### config.mk
export PLATFORM = sky130hd
export DESIGN_NAME = ysyx_23060240_idu_pipe_flat
export DESIGN_NICKNAME = d
export VERILOG_FILES = /design/src/rtl/ysyx_23060240_idu_pipe_if.sv /design/src/rtl/ysyx_23060240_idu_pipe.sv /design/src/flat_wrapper.sv
export SDC_FILE = /design/constraint.sdc
export NUM_CORES = 1
export LEC_CHECK = 0
export ABC_AREA = 1
export CORE_ASPECT_RATIO = 0.75
export CORE_MARGIN = 2
export CORE_UTILIZATION = 50
export DETAILED_ROUTE_END_ITERATION = 8
export GPL_TIMING_DRIVEN = 0
export PLACE_DENSITY = 0.81
export SLEW_MARGIN = 15
export SYNTH_ARGS = -nofsm -noshare
export SYNTH_HDL_FRONTEND = slang
export SYNTH_SLANG_ARGS = --single-unit
### constraint.sdc
create_clock -name clk -period 6.5 [get_ports clk]
set_clock_uncertainty 0.15 [all_clocks]
set_input_delay 0.65 -clock clk [delete_from_list [all_inputs] [get_ports clk]]
set_output_delay 0.65 -clock clk [all_outputs]
set_load 0.1 [all_outputs]
### src/rtl/ysyx_23060240_idu_pipe_if.sv
// IFU -> IDU -> EXU handshake and decoded control bundle.
// The master side feeds instructions and consumes decoded bundles.
interface ysyx_23060240_idu_pipe_if #(
   parameter int XLEN = 32
);
   logic            in_valid;
   logic            in_ready;
   logic [31:0]     in_inst;
   logic [XLEN-1:0] in_pc;
   logic            flush;
   logic            out_valid;
   logic            out_ready;
   logic [XLEN-1:0] out_pc;
   logic [31:0]     out_inst;
   logic [3:0]      out_alu_func;
   logic            out_w_en;
   logic [2:0]      out_w_sel;
   logic [2:0]      out_branch_type;
   logic            out_jump;
   logic            out_mem_rd_en;
   logic            out_mem_wr_en;
   logic [1:0]      out_mem_size;
   logic            out_mem_unsigned;
   logic            out_csr_en;
   logic            out_ecall;
   logic            out_mret;
   logic            out_is_muldiv;
   logic            out_illegal;
   logic            out_halt;
   logic [31:0]     out_dec_cnt;

   modport master (
      output in_valid, in_inst, in_pc, flush, out_ready,
      input  in_ready, out_valid, out_pc, out_inst,
      input  out_alu_func, out_w_en, out_w_sel,
      input  out_branch_type, out_jump,
      input  out_mem_rd_en, out_mem_wr_en,
      input  out_mem_size, out_mem_unsigned,
      input  out_csr_en, out_ecall, out_mret,
      input  out_is_muldiv, out_illegal,
      input  out_halt, out_dec_cnt
   );

   modport slave (
      input  in_valid, in_inst, in_pc, flush, out_ready,
      output in_ready, out_valid, out_pc, out_inst,
      output out_alu_func, out_w_en, out_w_sel,
      output out_branch_type, out_jump,
      output out_mem_rd_en, out_mem_wr_en,
      output out_mem_size, out_mem_unsigned,
      output out_csr_en, out_ecall, out_mret,
      output out_is_muldiv, out_illegal,
      output out_halt, out_dec_cnt
   );
endinterface

### src/rtl/ysyx_23060240_idu_pipe.sv
// Decode stage: DEPTH-entry instruction queue with a combinational
// RV32I/Zicsr(/M) decoder on the head entry.
module ysyx_23060240_idu_pipe #(
   parameter int XLEN  = 32,
   parameter int DEPTH = 2,
   parameter bit EN_M  = 1'b0
) (
   input  logic                   clk,
   input  logic                   rst_n,
   ysyx_23060240_idu_pipe_if.slave bus
);
   localparam int AW = $clog2(DEPTH);
   localparam int CW = AW + 1;
   localparam logic [CW-1:0] FULL = CW'(DEPTH);

   localparam logic [6:0] OP_LUI   = 7'h37;
   localparam logic [6:0] OP_AUIPC = 7'h17;
   localparam logic [6:0] OP_JAL   = 7'h6f;
   localparam logic [6:0] OP_JALR  = 7'h67;
   localparam logic [6:0] OP_BR    = 7'h63;
   localparam logic [6:0] OP_LD    = 7'h03;
   localparam logic [6:0] OP_ST    = 7'h23;
   localparam logic [6:0] OP_IMM   = 7'h13;
   localparam logic [6:0] OP_REG   = 7'h33;
   localparam logic [6:0] OP_SYS   = 7'h73;

   localparam logic [31:0] ECALL  = 32'h0000_0073;
   localparam logic [31:0] EBREAK = 32'h0010_0073;
   localparam logic [31:0] MRET   = 32'h3020_0073;

   typedef struct packed {
      logic [3:0] alu_func;
      logic       w_en;
      logic [2:0] w_sel;
      logic [2:0] branch_type;
      logic       jump;
      logic       mem_rd_en;
      logic       mem_wr_en;
      logic [1:0] mem_size;
      logic       mem_unsigned;
      logic       csr_en;
      logic       ecall;
      logic       mret;
      logic       is_muldiv;
      logic       illegal;
   } dec_t;

   logic [XLEN-1:0] pc_q   [DEPTH];
   logic [31:0]     inst_q [DEPTH];
   logic [AW-1:0]   wr_ptr;
   logic [AW-1:0]   rd_ptr;
   logic [CW-1:0]   count;
   logic            halt;
   logic [31:0]     cnt;
   logic            push;
   logic            pop;
   logic [31:0]     head;
   logic [6:0]      opc;
   logic [2:0]      f3;
   logic [6:0]      f7;
   dec_t            dec;

   assign bus.in_ready  = (count < FULL) & ~bus.flush & ~halt;
   assign bus.out_valid = (count != '0) & ~bus.flush & ~halt;
   assign push = bus.in_valid & bus.in_ready;
   assign pop  = bus.out_valid & bus.out_ready;

   always_ff @(posedge clk or negedge rst_n) begin
      if (!rst_n) begin
         wr_ptr <= '0;
         rd_ptr <= '0;
         count  <= '0;
      end else if (bus.flush) begin
         wr_ptr <= '0;
         rd_ptr <= '0;
         count  <= '0;
      end else begin
         if (push) wr_ptr <= wr_ptr + AW'(1);
         if (pop)  rd_ptr <= rd_ptr + AW'(1);
         unique case ({push, pop})
            2'b10:   count <= count + CW'(1);
            2'b01:   count <= count - CW'(1);
            default: ;
         endcase
      end
   end

   // Payload storage carries no reset; out_valid qualifies it.
   always_ff @(posedge clk) begin
      if (push) begin
         pc_q[wr_ptr]   <= bus.in_pc;
         inst_q[wr_ptr] <= bus.in_inst;
      end
   end

   always_ff @(posedge clk or negedge rst_n) begin
      if (!rst_n) begin
         halt <= 1'b0;
         cnt  <= '0;
      end else begin
         if (pop) cnt <= cnt + 32'd1;
         if (pop && head == EBREAK) halt <= 1'b1;
      end
   end

   assign head = inst_q[rd_ptr];
   assign opc  = head[6:0];
   assign f3   = head[14:12];
   assign f7   = head[31:25];

   always_comb begin
      dec = '0;
      unique case (1'b1)
         opc == OP_LUI: begin
            dec.w_en     = 1'b1;
            dec.w_sel    = 3'd2;
            dec.alu_func = 4'd14;
         end
         opc == OP_AUIPC: begin
            dec.w_en  = 1'b1;
            dec.w_sel = 3'd2;
         end
         opc == OP_JAL: begin
            dec.w_en  = 1'b1;
            dec.w_sel = 3'd1;
            dec.jump  = 1'b1;
         end
         opc == OP_JALR: begin
            dec.w_en    = 1'b1;
            dec.w_sel   = 3'd1;
            dec.jump    = 1'b1;
            dec.illegal = (f3 != 3'd0);
         end
         opc == OP_BR: begin
            unique case (f3)
               3'd0:    dec.branch_type = 3'd1;
               3'd1:    dec.branch_type = 3'd2;
               3'd4:    dec.branch_type = 3'd3;
               3'd5:    dec.branch_type = 3'd4;
               3'd6:    dec.branch_type = 3'd5;
               3'd7:    dec.branch_type = 3'd6;
               default: dec.illegal     = 1'b1;
            endcase
         end
         opc == OP_LD: begin
            dec.mem_rd_en    = 1'b1;
            dec.w_en         = 1'b1;
            dec.w_sel        = 3'd3;
            dec.mem_size     = f3[1:0];
            dec.mem_unsigned = f3[2];
            dec.illegal      = (f3[1:0] == 2'b11) |
                               (f3[2:1] == 2'b11);
         end
         opc == OP_ST: begin
            dec.mem_wr_en = 1'b1;
            dec.mem_size  = f3[1:0];
            dec.illegal   = f3[2] | (f3[1:0] == 2'b11);
         end
         opc == OP_IMM: begin
            dec.w_en     = 1'b1;
            dec.w_sel    = 3'd2;
            dec.alu_func = {1'b0, f3};
            if (f3 == 3'd1) dec.illegal = (f7 != 7'h00);
            if (f3 == 3'd5) begin
               dec.alu_func[3] = f7[5];
               dec.illegal = (f7 != 7'h00) && (f7 != 7'h20);
            end
         end
         opc == OP_REG: begin
            dec.w_en     = 1'b1;
            dec.w_sel    = 3'd2;
            dec.alu_func = {1'b0, f3};
            if (f7 == 7'h01) begin
               dec.is_muldiv = EN_M;
               dec.illegal   = !EN_M;
            end else if (f7 == 7'h20) begin
               dec.alu_func[3] = 1'b1;
               dec.illegal = (f3 != 3'd0) && (f3 != 3'd5);
            end else begin
               dec.illegal = (f7 != 7'h00);
            end
         end
         opc == OP_SYS: begin
            if (head == ECALL) begin
               dec.ecall = 1'b1;
            end else if (head == MRET) begin
               dec.mret = 1'b1;
            end else if (head == EBREAK) begin
               dec.illegal = 1'b0;
            end else if (f3 == 3'd1) begin
               dec.csr_en   = 1'b1;
               dec.w_en     = 1'b1;
               dec.w_sel    = 3'd4;
               dec.alu_func = 4'd8;
            end else if (f3 == 3'd2) begin
               dec.csr_en   = 1'b1;
               dec.w_en     = 1'b1;
               dec.w_sel    = 3'd4;
               dec.alu_func = 4'd6;
            end else begin
               dec.illegal = 1'b1;
            end
         end
         default: dec.illegal = 1'b1;
      endcase
      // An illegal head must not trigger any side effect downstream.
      if (dec.illegal) begin
         dec         = '0;
         dec.illegal = 1'b1;
      end
   end

   assign bus.out_pc           = pc_q[rd_ptr];
   assign bus.out_inst         = head;
   assign bus.out_alu_func     = dec.alu_func;
   assign bus.out_w_en         = dec.w_en;
   assign bus.out_w_sel        = dec.w_sel;
   assign bus.out_branch_type  = dec.branch_type;
   assign bus.out_jump         = dec.jump;
   assign bus.out_mem_rd_en    = dec.mem_rd_en;
   assign bus.out_mem_wr_en    = dec.mem_wr_en;
   assign bus.out_mem_size     = dec.mem_size;
   assign bus.out_mem_unsigned = dec.mem_unsigned;
   assign bus.out_csr_en       = dec.csr_en;
   assign bus.out_ecall        = dec.ecall;
   assign bus.out_mret         = dec.mret;
   assign bus.out_is_muldiv    = dec.is_muldiv;
   assign bus.out_illegal      = dec.illegal;
   assign bus.out_halt         = halt;
   assign bus.out_dec_cnt      = cnt;
endmodule

### src/flat_wrapper.sv
// flat-port wrapper written by rule: the top's interface ports become plain ports
module ysyx_23060240_idu_pipe_flat 
#(
   parameter int XLEN  = 32,
   parameter int DEPTH = 2,
   parameter bit EN_M  = 1'b0
)
  (clk, rst_n, bus_in_valid, bus_in_inst, bus_in_pc, bus_flush, bus_out_ready, bus_in_ready, bus_out_valid, bus_out_pc, bus_out_inst, bus_out_alu_func, bus_out_w_en, bus_out_w_sel, bus_out_branch_type, bus_out_jump, bus_out_mem_rd_en, bus_out_mem_wr_en, bus_out_mem_size, bus_out_mem_unsigned, bus_out_csr_en, bus_out_ecall, bus_out_mret, bus_out_is_muldiv, bus_out_illegal, bus_out_halt, bus_out_dec_cnt);
  ysyx_23060240_idu_pipe_if #(.XLEN(XLEN)) bus_i ();
  input  logic clk;
  input  logic rst_n;
  input wire logic [$bits(bus_i.in_valid)-1:0] bus_in_valid;
  input wire logic [$bits(bus_i.in_inst)-1:0] bus_in_inst;
  input wire logic [$bits(bus_i.in_pc)-1:0] bus_in_pc;
  input wire logic [$bits(bus_i.flush)-1:0] bus_flush;
  input wire logic [$bits(bus_i.out_ready)-1:0] bus_out_ready;
  output wire logic [$bits(bus_i.in_ready)-1:0] bus_in_ready;
  output wire logic [$bits(bus_i.out_valid)-1:0] bus_out_valid;
  output wire logic [$bits(bus_i.out_pc)-1:0] bus_out_pc;
  output wire logic [$bits(bus_i.out_inst)-1:0] bus_out_inst;
  output wire logic [$bits(bus_i.out_alu_func)-1:0] bus_out_alu_func;
  output wire logic [$bits(bus_i.out_w_en)-1:0] bus_out_w_en;
  output wire logic [$bits(bus_i.out_w_sel)-1:0] bus_out_w_sel;
  output wire logic [$bits(bus_i.out_branch_type)-1:0] bus_out_branch_type;
  output wire logic [$bits(bus_i.out_jump)-1:0] bus_out_jump;
  output wire logic [$bits(bus_i.out_mem_rd_en)-1:0] bus_out_mem_rd_en;
  output wire logic [$bits(bus_i.out_mem_wr_en)-1:0] bus_out_mem_wr_en;
  output wire logic [$bits(bus_i.out_mem_size)-1:0] bus_out_mem_size;
  output wire logic [$bits(bus_i.out_mem_unsigned)-1:0] bus_out_mem_unsigned;
  output wire logic [$bits(bus_i.out_csr_en)-1:0] bus_out_csr_en;
  output wire logic [$bits(bus_i.out_ecall)-1:0] bus_out_ecall;
  output wire logic [$bits(bus_i.out_mret)-1:0] bus_out_mret;
  output wire logic [$bits(bus_i.out_is_muldiv)-1:0] bus_out_is_muldiv;
  output wire logic [$bits(bus_i.out_illegal)-1:0] bus_out_illegal;
  output wire logic [$bits(bus_i.out_halt)-1:0] bus_out_halt;
  output wire logic [$bits(bus_i.out_dec_cnt)-1:0] bus_out_dec_cnt;
  assign bus_i.in_valid = bus_in_valid;
  assign bus_i.in_inst = bus_in_inst;
  assign bus_i.in_pc = bus_in_pc;
  assign bus_i.flush = bus_flush;
  assign bus_i.out_ready = bus_out_ready;
  assign bus_in_ready = bus_i.in_ready;
  assign bus_out_valid = bus_i.out_valid;
  assign bus_out_pc = bus_i.out_pc;
  assign bus_out_inst = bus_i.out_inst;
  assign bus_out_alu_func = bus_i.out_alu_func;
  assign bus_out_w_en = bus_i.out_w_en;
  assign bus_out_w_sel = bus_i.out_w_sel;
  assign bus_out_branch_type = bus_i.out_branch_type;
  assign bus_out_jump = bus_i.out_jump;
  assign bus_out_mem_rd_en = bus_i.out_mem_rd_en;
  assign bus_out_mem_wr_en = bus_i.out_mem_wr_en;
  assign bus_out_mem_size = bus_i.out_mem_size;
  assign bus_out_mem_unsigned = bus_i.out_mem_unsigned;
  assign bus_out_csr_en = bus_i.out_csr_en;
  assign bus_out_ecall = bus_i.out_ecall;
  assign bus_out_mret = bus_i.out_mret;
  assign bus_out_is_muldiv = bus_i.out_is_muldiv;
  assign bus_out_illegal = bus_i.out_illegal;
  assign bus_out_halt = bus_i.out_halt;
  assign bus_out_dec_cnt = bus_i.out_dec_cnt;
  ysyx_23060240_idu_pipe #(.XLEN(XLEN), .DEPTH(DEPTH), .EN_M(EN_M)) u_core (.clk(clk), .rst_n(rst_n), .bus(bus_i));
endmodule
==> images/sizes.png <==
(2 px per um)
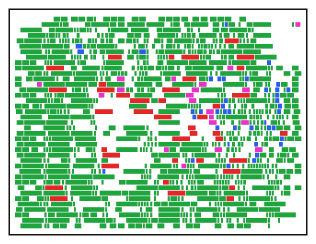
blue -> _2 cells  # cells 40, most used nand2_2
magenta -> _3 and _4 cells  # cells 20, most used nand2_4
red -> _6 and larger  # cells 40, most used clkbuf_16
green -> _0 and _1 cells  # cells 938, most used nand2_1
nonclk buf count: 214
fin area: 0.0106 mm^2

==> images/detail.png <==
Region (49, 53) to (99, 103) um. Cells in grey, sequential cells in the stronger grey; small squares are vias.
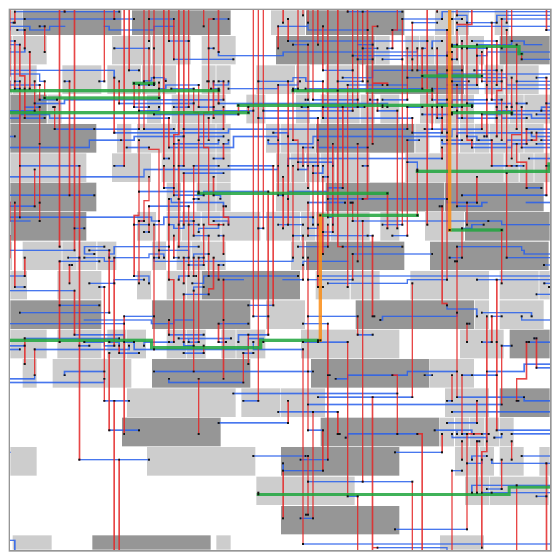
orange -> metal 4
blue -> metal 1
red -> metal 2
green -> metal 3
sequential cells in the window = 26
most frequent = nand2_1 (29), inv_1 (20)
netlist names of flops here include = u_core.bus.out_dec_cnt (12), u_core.inst_q (9), u_core.count (2)
cells with their middle in the window = 160

==> impl_metrics.ini <==
; yosys + openroad results
[outcome]
status = completed

[worst_setup_path]
path_buffers = 5
cp_top_family = buffers and inverters

[layout]
sh_seq_area_pct = 45.0
largest_cell_class = flip-flops and latches
inverters = 124
nets = 1095
buffer_area_share_pct = 20.5

[synthesis]
synth.yosys.num_cells = 812
postSynth.asyncResetShare_pct = 22.4
top_area_cell = edfxtp_1
xor_share_pct = 3.49

[clocking]
post_cts_resized = 0
clock_sinks = 165
cts_tree = done
clk_pin_slew_ps = 60

[floorplanning]
tapCellCount = 205
ioPinCount = 190
rows = 39

[final_timing]
clock.fmax_ghz = 0.224
drv_slew = 0

[global_route]
gr-usage-met3_pct = 5.70

[placement]
pre_cts_slack_ps = 2430
dp_hpwl_um = 13900

[pwr]
p_leak_nw = 4.60
==> images/metal_density.png <==
(2 px per um) The die is cut into 30 by 22 equal tiles; dark purple is low, yellow is high, scaled to the fullest tile. Values are wire area over tile area, all layers added.
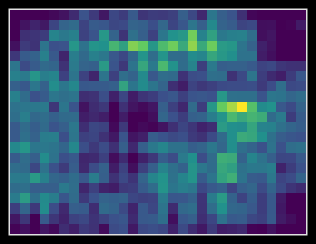
mean over tiles = 0.18
tiles over half the peak = 9.2%
fullest tile = 0.65
nearly empty tiles = 6.5%

==> images/power_grid.png <==
(3 px per um) Pins as bars on the die edge.
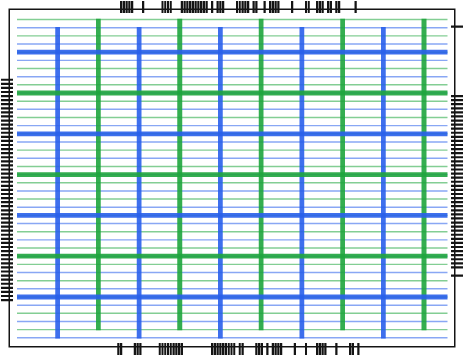
blue -> VSS
green -> VDD
met4 straps = 10
rows = 39
signal pins = 190
met5 straps = 7
core area: 0.0152 mm^2
Die Y: 112 um
die width: 148 um

-- sequential cells by signal (all words and copies together), names as in the netlist --
signal / flops
u_core.inst_q: 64
u_core.pc_q: 64
u_core.bus.out_dec_cnt: 32
u_core.count: 2
u_core.bus.out_halt: 1
u_core.rd_ptr: 1
u_core.wr_ptr: 1
-- per-stage QoR --
| stage | std cells | power (mW) | setup TNS (ps) | util (%) |
|---|---|---|---|---|
| after global routing | 1243 | 3.66 | 0 | 69.6 |
| after detailed placement | 1210 | 2.61 | 0 | 65.9 |
| after floorplan | 812 | 2.26 | -56280 | - |
| after CTS | 1243 | 3.55 | 0 | 69.6 |
| final | 1243 | 3.53 | 0 | 69.6 |
| after global placement | 1205 | 2.58 | 0 | 65.1 |
Power figures rest on the tool's default switching activity, not on a simulated workload.
